--- config.mk ---
export PLATFORM = sky130hd
export DESIGN_NAME = ahb_to_apb_bridge_flat
export DESIGN_NICKNAME = d
export VERILOG_FILES = /design/src/rtl/ahb_apb_pkg.sv /design/src/rtl/ahb_to_apb_bridge_if.sv /design/src/rtl/apb_slave_decode.sv /design/src/rtl/ahb_to_apb_bridge.sv /design/src/flat_wrapper.sv
export SDC_FILE = /design/constraint.sdc
export NUM_CORES = 1
export LEC_CHECK = 0
export ABC_AREA = 1
export ABC_CLOCK_PERIOD_IN_PS = 1540
export CAP_MARGIN = 0
export CORE_ASPECT_RATIO = 1.25
export CORE_MARGIN = 10
export CORE_UTILIZATION = 43
export CTS_BUF_LIST = sky130_fd_sc_hd__clkbuf_4
export DETAILED_ROUTE_END_ITERATION = 12
export PLACE_DENSITY = 0.88
export SYNTH_ARGS = -nofsm -noshare
export SYNTH_HDL_FRONTEND = slang
export SYNTH_HIERARCHICAL = 1
export SYNTH_SLANG_ARGS = --single-unit
--- constraint.sdc ---
create_clock -name clk -period 1.54 [get_ports clk]
set_input_delay 0.308 -clock clk [delete_from_list [all_inputs] [get_ports clk]]
set_output_delay 0.308 -clock clk [all_outputs]
set_load 0.03 [all_outputs]
--- src/rtl/ahb_apb_pkg.sv ---
// Shared types and constants for the AHB-Lite to APB bridge.
package ahb_apb_pkg;

    localparam int unsigned ADDR_W = 32;
    localparam int unsigned DATA_W = 32;

    typedef enum logic [2:0] {
        S_IDLE,
        S_WDATA,
        S_SETUP,
        S_ACCESS,
        S_DONE,
        S_ERR1,
        S_ERR2
    } state_e;

    localparam logic [1:0] HTRANS_IDLE   = 2'b00;
    localparam logic [1:0] HTRANS_BUSY   = 2'b01;
    localparam logic [1:0] HTRANS_NONSEQ = 2'b10;
    localparam logic [1:0] HTRANS_SEQ    = 2'b11;

    localparam logic HRESP_OKAY  = 1'b0;
    localparam logic HRESP_ERROR = 1'b1;

    localparam logic [2:0] HSIZE_WORD = 3'b010;

    localparam logic [DATA_W-1:0] APB_ERR_DATA = 32'hbad1_bad1;

    // Address-phase command held for the duration of one APB transfer
    typedef struct packed {
        logic [ADDR_W-1:0] addr;
        logic              write;
    } ahb_cmd_t;

endpackage

--- src/rtl/ahb_to_apb_bridge_if.sv ---
// AHB-Lite slave side and APB master side signals of the bridge.
interface ahb_to_apb_bridge_if #(
    parameter int unsigned NUM_SLAVES = 4
);
    import ahb_apb_pkg::*;

    logic                         HSEL;
    logic [ADDR_W-1:0]            HADDR;
    logic [1:0]                   HTRANS;
    logic                         HWRITE;
    logic [2:0]                   HSIZE;
    logic [DATA_W-1:0]            HWDATA;
    logic                         HREADY;
    logic                         HREADYOUT;
    logic [DATA_W-1:0]            HRDATA;
    logic                         HRESP;
    logic [ADDR_W-1:0]            PADDR;
    logic [DATA_W-1:0]            PWDATA;
    logic                         PWRITE;
    logic                         PENABLE;
    logic [NUM_SLAVES-1:0]        PSEL;
    logic [NUM_SLAVES*DATA_W-1:0] PRDATA;
    logic [NUM_SLAVES-1:0]        PSLVERR;

    // Bridge view
    modport slave (
        input  HSEL, HADDR, HTRANS, HWRITE, HSIZE, HWDATA, HREADY, PRDATA, PSLVERR,
        output HREADYOUT, HRDATA, HRESP, PADDR, PWDATA, PWRITE, PENABLE, PSEL
    );

    // AHB master plus APB peripherals view
    modport master (
        output HSEL, HADDR, HTRANS, HWRITE, HSIZE, HWDATA, HREADY, PRDATA, PSLVERR,
        input  HREADYOUT, HRDATA, HRESP, PADDR, PWDATA, PWRITE, PENABLE, PSEL
    );

endinterface

--- src/rtl/apb_slave_decode.sv ---
// Address-phase decode: peripheral index, transfer-valid and illegal-transfer flags.
module apb_slave_decode
    import ahb_apb_pkg::*;
#(
    parameter int unsigned NUM_SLAVES    = 4,
    parameter int unsigned SLAVE_SEL_LSB = 12,
    parameter int unsigned IDX_W         = 2
) (
    input  logic [ADDR_W-1:0] i_haddr,
    input  logic [2:0]        i_hsize,
    input  logic [1:0]        i_htrans,
    output logic [IDX_W-1:0]  o_idx_c,
    output logic              o_valid_c,
    output logic              o_err_c
);

    localparam int unsigned CMP_W = IDX_W + 1;

    logic w_idx_oob;
    logic w_unused_bits;

    assign o_idx_c   = i_haddr[SLAVE_SEL_LSB +: IDX_W];
    assign w_idx_oob = {1'b0, o_idx_c} >= CMP_W'(NUM_SLAVES);
    assign o_valid_c = i_htrans[1];
    // Only aligned word transfers to an existing peripheral reach the APB
    assign o_err_c   = w_idx_oob | (i_hsize != HSIZE_WORD) | (i_haddr[1:0] != 2'b00);

    assign w_unused_bits = ^{i_haddr[ADDR_W-1:SLAVE_SEL_LSB+IDX_W],
                             i_haddr[SLAVE_SEL_LSB-1:2], i_htrans[0]};

endmodule

--- src/rtl/ahb_to_apb_bridge.sv ---
// AHB-Lite slave to APB master bridge: one setup+access pair per AHB word transfer,
// with AHB wait states until the APB side completes.
module ahb_to_apb_bridge
    import ahb_apb_pkg::*;
#(
    parameter int unsigned NUM_SLAVES    = 4,
    parameter int unsigned SLAVE_SEL_LSB = 12,
    parameter int unsigned IDX_W         = 2
) (
    input logic                clk,
    input logic                n_rst,
    ahb_to_apb_bridge_if.slave bus
);

    logic [IDX_W-1:0]      w_dec_idx;
    logic                  w_dec_valid;
    logic                  w_dec_err;
    logic                  w_xfer;
    logic [DATA_W-1:0]     w_sel_rdata;
    logic                  w_sel_slverr;

    state_e                r_state,     w_state_nxt;
    ahb_cmd_t              r_cmd,       w_cmd_nxt;
    logic [IDX_W-1:0]      r_idx,       w_idx_nxt;
    logic                  r_hreadyout, w_hreadyout_nxt;
    logic                  r_hresp,     w_hresp_nxt;
    logic [DATA_W-1:0]     r_hrdata,    w_hrdata_nxt;
    logic [ADDR_W-1:0]     r_paddr,     w_paddr_nxt;
    logic [DATA_W-1:0]     r_pwdata,    w_pwdata_nxt;
    logic                  r_pwrite,    w_pwrite_nxt;
    logic                  r_penable,   w_penable_nxt;
    logic [NUM_SLAVES-1:0] r_psel,      w_psel_nxt;

    apb_slave_decode #(
        .NUM_SLAVES    (NUM_SLAVES),
        .SLAVE_SEL_LSB (SLAVE_SEL_LSB),
        .IDX_W         (IDX_W)
    ) u_decode (
        .i_haddr   (bus.HADDR),
        .i_hsize   (bus.HSIZE),
        .i_htrans  (bus.HTRANS),
        .o_idx_c   (w_dec_idx),
        .o_valid_c (w_dec_valid),
        .o_err_c   (w_dec_err)
    );

    assign w_xfer = bus.HSEL & w_dec_valid & bus.HREADY;

    // Read data and error flag of the peripheral being accessed
    always_comb begin : apb_resp_mux
        w_sel_rdata  = '0;
        w_sel_slverr = 1'b0;
        for (int unsigned k = 0; k < NUM_SLAVES; k++) begin
            if (r_idx == IDX_W'(k)) begin
                w_sel_rdata  = bus.PRDATA[k*DATA_W +: DATA_W];
                w_sel_slverr = bus.PSLVERR[k];
            end
        end
    end

    always_comb begin : next_state_logic
        w_state_nxt     = r_state;
        w_cmd_nxt       = r_cmd;
        w_idx_nxt       = r_idx;
        w_hrdata_nxt    = r_hrdata;
        w_paddr_nxt     = r_paddr;
        w_pwdata_nxt    = r_pwdata;
        w_pwrite_nxt    = r_pwrite;
        w_hreadyout_nxt = 1'b1;
        w_hresp_nxt     = HRESP_OKAY;
        w_penable_nxt   = 1'b0;
        w_psel_nxt      = '0;

        case (r_state)
            S_IDLE, S_DONE, S_ERR2: begin
                if (w_xfer) begin
                    w_cmd_nxt = '{addr: bus.HADDR, write: bus.HWRITE};
                    w_idx_nxt = w_dec_idx;
                    if (w_dec_err)        w_state_nxt = S_ERR1;
                    else if (bus.HWRITE)  w_state_nxt = S_WDATA;
                    else                  w_state_nxt = S_SETUP;
                end else begin
                    w_state_nxt = S_IDLE;
                end
            end
            S_WDATA: begin
                w_pwdata_nxt = bus.HWDATA;
                w_state_nxt  = S_SETUP;
            end
            S_SETUP:  w_state_nxt = S_ACCESS;
            S_ACCESS: begin
                if (w_sel_slverr) begin
                    w_hrdata_nxt = APB_ERR_DATA;
                    w_state_nxt  = S_ERR1;
                end else begin
                    w_hrdata_nxt = r_cmd.write ? '0 : w_sel_rdata;
                    w_state_nxt  = S_DONE;
                end
            end
            S_ERR1:   w_state_nxt = S_ERR2;
            default:  w_state_nxt = S_IDLE;
        endcase

        // Registered outputs follow the state being entered
        case (w_state_nxt)
            S_WDATA: w_hreadyout_nxt = 1'b0;
            S_SETUP, S_ACCESS: begin
                w_hreadyout_nxt = 1'b0;
                w_penable_nxt   = (w_state_nxt == S_ACCESS);
                w_paddr_nxt     = w_cmd_nxt.addr;
                w_pwrite_nxt    = w_cmd_nxt.write;
                for (int unsigned k = 0; k < NUM_SLAVES; k++) begin
                    w_psel_nxt[k] = (w_idx_nxt == IDX_W'(k));
                end
            end
            S_ERR1: begin
                w_hreadyout_nxt = 1'b0;
                w_hresp_nxt     = HRESP_ERROR;
            end
            S_ERR2:  w_hresp_nxt = HRESP_ERROR;
            default: ;
        endcase
    end

    always_ff @(posedge clk or negedge n_rst) begin : state_reg
        if (!n_rst) begin
            r_state     <= S_IDLE;
            r_cmd       <= '0;
            r_idx       <= '0;
            r_hreadyout <= 1'b1;
            r_hresp     <= HRESP_OKAY;
            r_hrdata    <= '0;
            r_paddr     <= '0;
            r_pwdata    <= '0;
            r_pwrite    <= 1'b0;
            r_penable   <= 1'b0;
            r_psel      <= '0;
        end else begin
            r_state     <= w_state_nxt;
            r_cmd       <= w_cmd_nxt;
            r_idx       <= w_idx_nxt;
            r_hreadyout <= w_hreadyout_nxt;
            r_hresp     <= w_hresp_nxt;
            r_hrdata    <= w_hrdata_nxt;
            r_paddr     <= w_paddr_nxt;
            r_pwdata    <= w_pwdata_nxt;
            r_pwrite    <= w_pwrite_nxt;
            r_penable   <= w_penable_nxt;
            r_psel      <= w_psel_nxt;
        end
    end

    assign bus.HREADYOUT = r_hreadyout;
    assign bus.HRESP     = r_hresp;
    assign bus.HRDATA    = r_hrdata;
    assign bus.PADDR     = r_paddr;
    assign bus.PWDATA    = r_pwdata;
    assign bus.PWRITE    = r_pwrite;
    assign bus.PENABLE   = r_penable;
    assign bus.PSEL      = r_psel;

endmodule

--- src/flat_wrapper.sv ---
// flat-port wrapper written by rule: the top's interface ports become plain ports
module ahb_to_apb_bridge_flat import ahb_apb_pkg::*;
#(
    parameter int unsigned NUM_SLAVES    = 4,
    parameter int unsigned SLAVE_SEL_LSB = 12,
    parameter int unsigned IDX_W         = 2
)
  (clk, n_rst, bus_HSEL, bus_HADDR, bus_HTRANS, bus_HWRITE, bus_HSIZE, bus_HWDATA, bus_HREADY, bus_PRDATA, bus_PSLVERR, bus_HREADYOUT, bus_HRDATA, bus_HRESP, bus_PADDR, bus_PWDATA, bus_PWRITE, bus_PENABLE, bus_PSEL);
  ahb_to_apb_bridge_if #(.NUM_SLAVES(NUM_SLAVES)) bus_i ();
  input logic clk;
  input logic n_rst;
  input wire logic [$bits(bus_i.HSEL)-1:0] bus_HSEL;
  input wire logic [$bits(bus_i.HADDR)-1:0] bus_HADDR;
  input wire logic [$bits(bus_i.HTRANS)-1:0] bus_HTRANS;
  input wire logic [$bits(bus_i.HWRITE)-1:0] bus_HWRITE;
  input wire logic [$bits(bus_i.HSIZE)-1:0] bus_HSIZE;
  input wire logic [$bits(bus_i.HWDATA)-1:0] bus_HWDATA;
  input wire logic [$bits(bus_i.HREADY)-1:0] bus_HREADY;
  input wire logic [$bits(bus_i.PRDATA)-1:0] bus_PRDATA;
  input wire logic [$bits(bus_i.PSLVERR)-1:0] bus_PSLVERR;
  output wire logic [$bits(bus_i.HREADYOUT)-1:0] bus_HREADYOUT;
  output wire logic [$bits(bus_i.HRDATA)-1:0] bus_HRDATA;
  output wire logic [$bits(bus_i.HRESP)-1:0] bus_HRESP;
  output wire logic [$bits(bus_i.PADDR)-1:0] bus_PADDR;
  output wire logic [$bits(bus_i.PWDATA)-1:0] bus_PWDATA;
  output wire logic [$bits(bus_i.PWRITE)-1:0] bus_PWRITE;
  output wire logic [$bits(bus_i.PENABLE)-1:0] bus_PENABLE;
  output wire logic [$bits(bus_i.PSEL)-1:0] bus_PSEL;
  assign bus_i.HSEL = bus_HSEL;
  assign bus_i.HADDR = bus_HADDR;
  assign bus_i.HTRANS = bus_HTRANS;
  assign bus_i.HWRITE = bus_HWRITE;
  assign bus_i.HSIZE = bus_HSIZE;
  assign bus_i.HWDATA = bus_HWDATA;
  assign bus_i.HREADY = bus_HREADY;
  assign bus_i.PRDATA = bus_PRDATA;
  assign bus_i.PSLVERR = bus_PSLVERR;
  assign bus_HREADYOUT = bus_i.HREADYOUT;
  assign bus_HRDATA = bus_i.HRDATA;
  assign bus_HRESP = bus_i.HRESP;
  assign bus_PADDR = bus_i.PADDR;
  assign bus_PWDATA = bus_i.PWDATA;
  assign bus_PWRITE = bus_i.PWRITE;
  assign bus_PENABLE = bus_i.PENABLE;
  assign bus_PSEL = bus_i.PSEL;
  ahb_to_apb_bridge #(.NUM_SLAVES(NUM_SLAVES), .SLAVE_SEL_LSB(SLAVE_SEL_LSB), .IDX_W(IDX_W)) u_core (.clk(clk), .n_rst(n_rst), .bus(bus_i));
endmodule
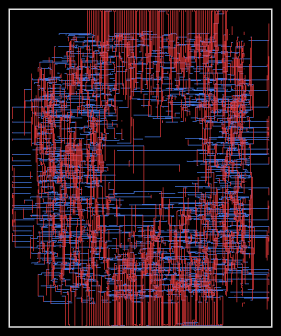
layers.png
(2 px per um) Only two layers are drawn.
blue -> M1  # wire length 8530 um
red -> M2  # wire length 12800 um

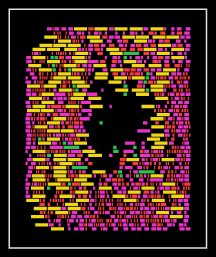
class_map.png
(1.5 px per um)
yellow -> sequential cells  # cells 142
red -> remaining logic cells  # cells 591
green -> clock drivers and dummy loads  # cells 31
magenta -> remaining buffers and delay cells  # cells 370
site row count: 50
Core Area: 15010 um^2
sequential cell area share: 33.93%

==> run notes <==
Synthesis and place-and-route results.

- The number of flip-flops under the largest register name is 33.
- Based on the critical path, the design can be clocked at up to 634.4 MHz.
- The highest cell delay on the worst timing path is 450 ps.
- Once detail routing completed, the nets flagged for antenna violations numbered 0.
- The most frequent standard cell in the layout excluding fill and tap cells is sky130_fd_sc_hd__nand2_1.
- The critical path maximum fanout is 10.
- The count of endpoints failing setup in the final report is 11.
- The fraction of met1 tracks used by global routing is 23.56%.
- Per the final layout report, the fraction of cells sized above drive strength 1 comes to 28.13%.
- The checks that failed: negative setup slack.
- The via count is 6620.
- The flow reports that combinational logic draws 58.8% of the design power.
- The layout contains a multi-input combinational cell count of 542.
- After synthesis, the design contains 777 cells according to Yosys.
- The most numerous cell in the Yosys netlist is sky130_fd_sc_hd__nand2_1.
- The flow ran to the end, but the final reports show violations.
- The slowest stage of the critical path belongs to the cell sky130_fd_sc_hd__dfrtp_1.
- Using the TritonRoute via totals, the vias-per-cell ratio works out to 5.027.
- The power report shows net switching accounting for 46.76% of the total.
- Across all setup checks in the final design, the least slack found is -36.37 ps.
- Yosys reports a chip area of 6568 um^2.
- The final routed DRC violation total is 0.
- The routed wirelength normalized by instance count is 18.57 um.
- The final period demand of the worst path is 1576 ps.
- Per the detailed placement report, the placed cell area equals 10070 um^2.
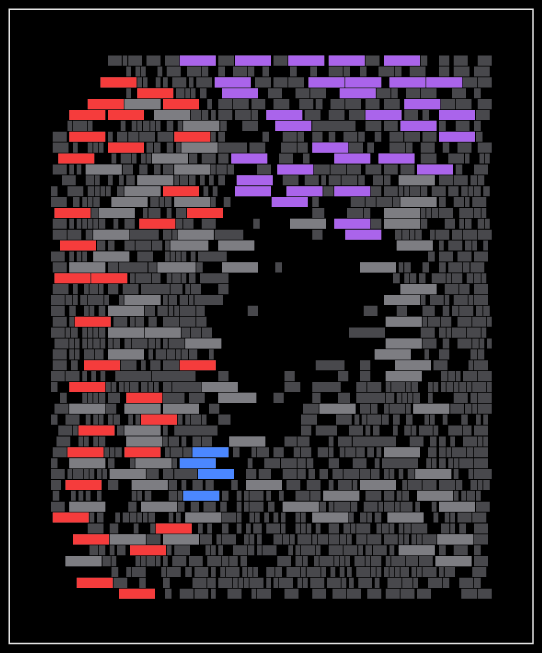
ff_map.png
(4 px per um)
red -> `u_core/r_cmd`  # flops 33, where a column on the left
blue -> `u_core/bus.PSEL`  # flops 4
purple -> `u_core/bus.PWDATA`  # flops 32
not colored = 73
sequential group power: 6330 uW
Layout Utilization: 69.83%
footprint of the flip-flops and latches: 3557 um^2

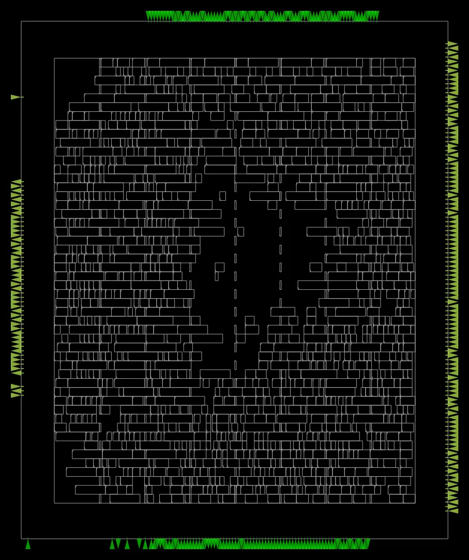
placed.png
Layout fillers: 1149
final standard cell count with taps included and fillers excluded: 1317
final sequential cell count: 142
count of inserted tapcells: 182

Power and IR drop assume default switching activity.
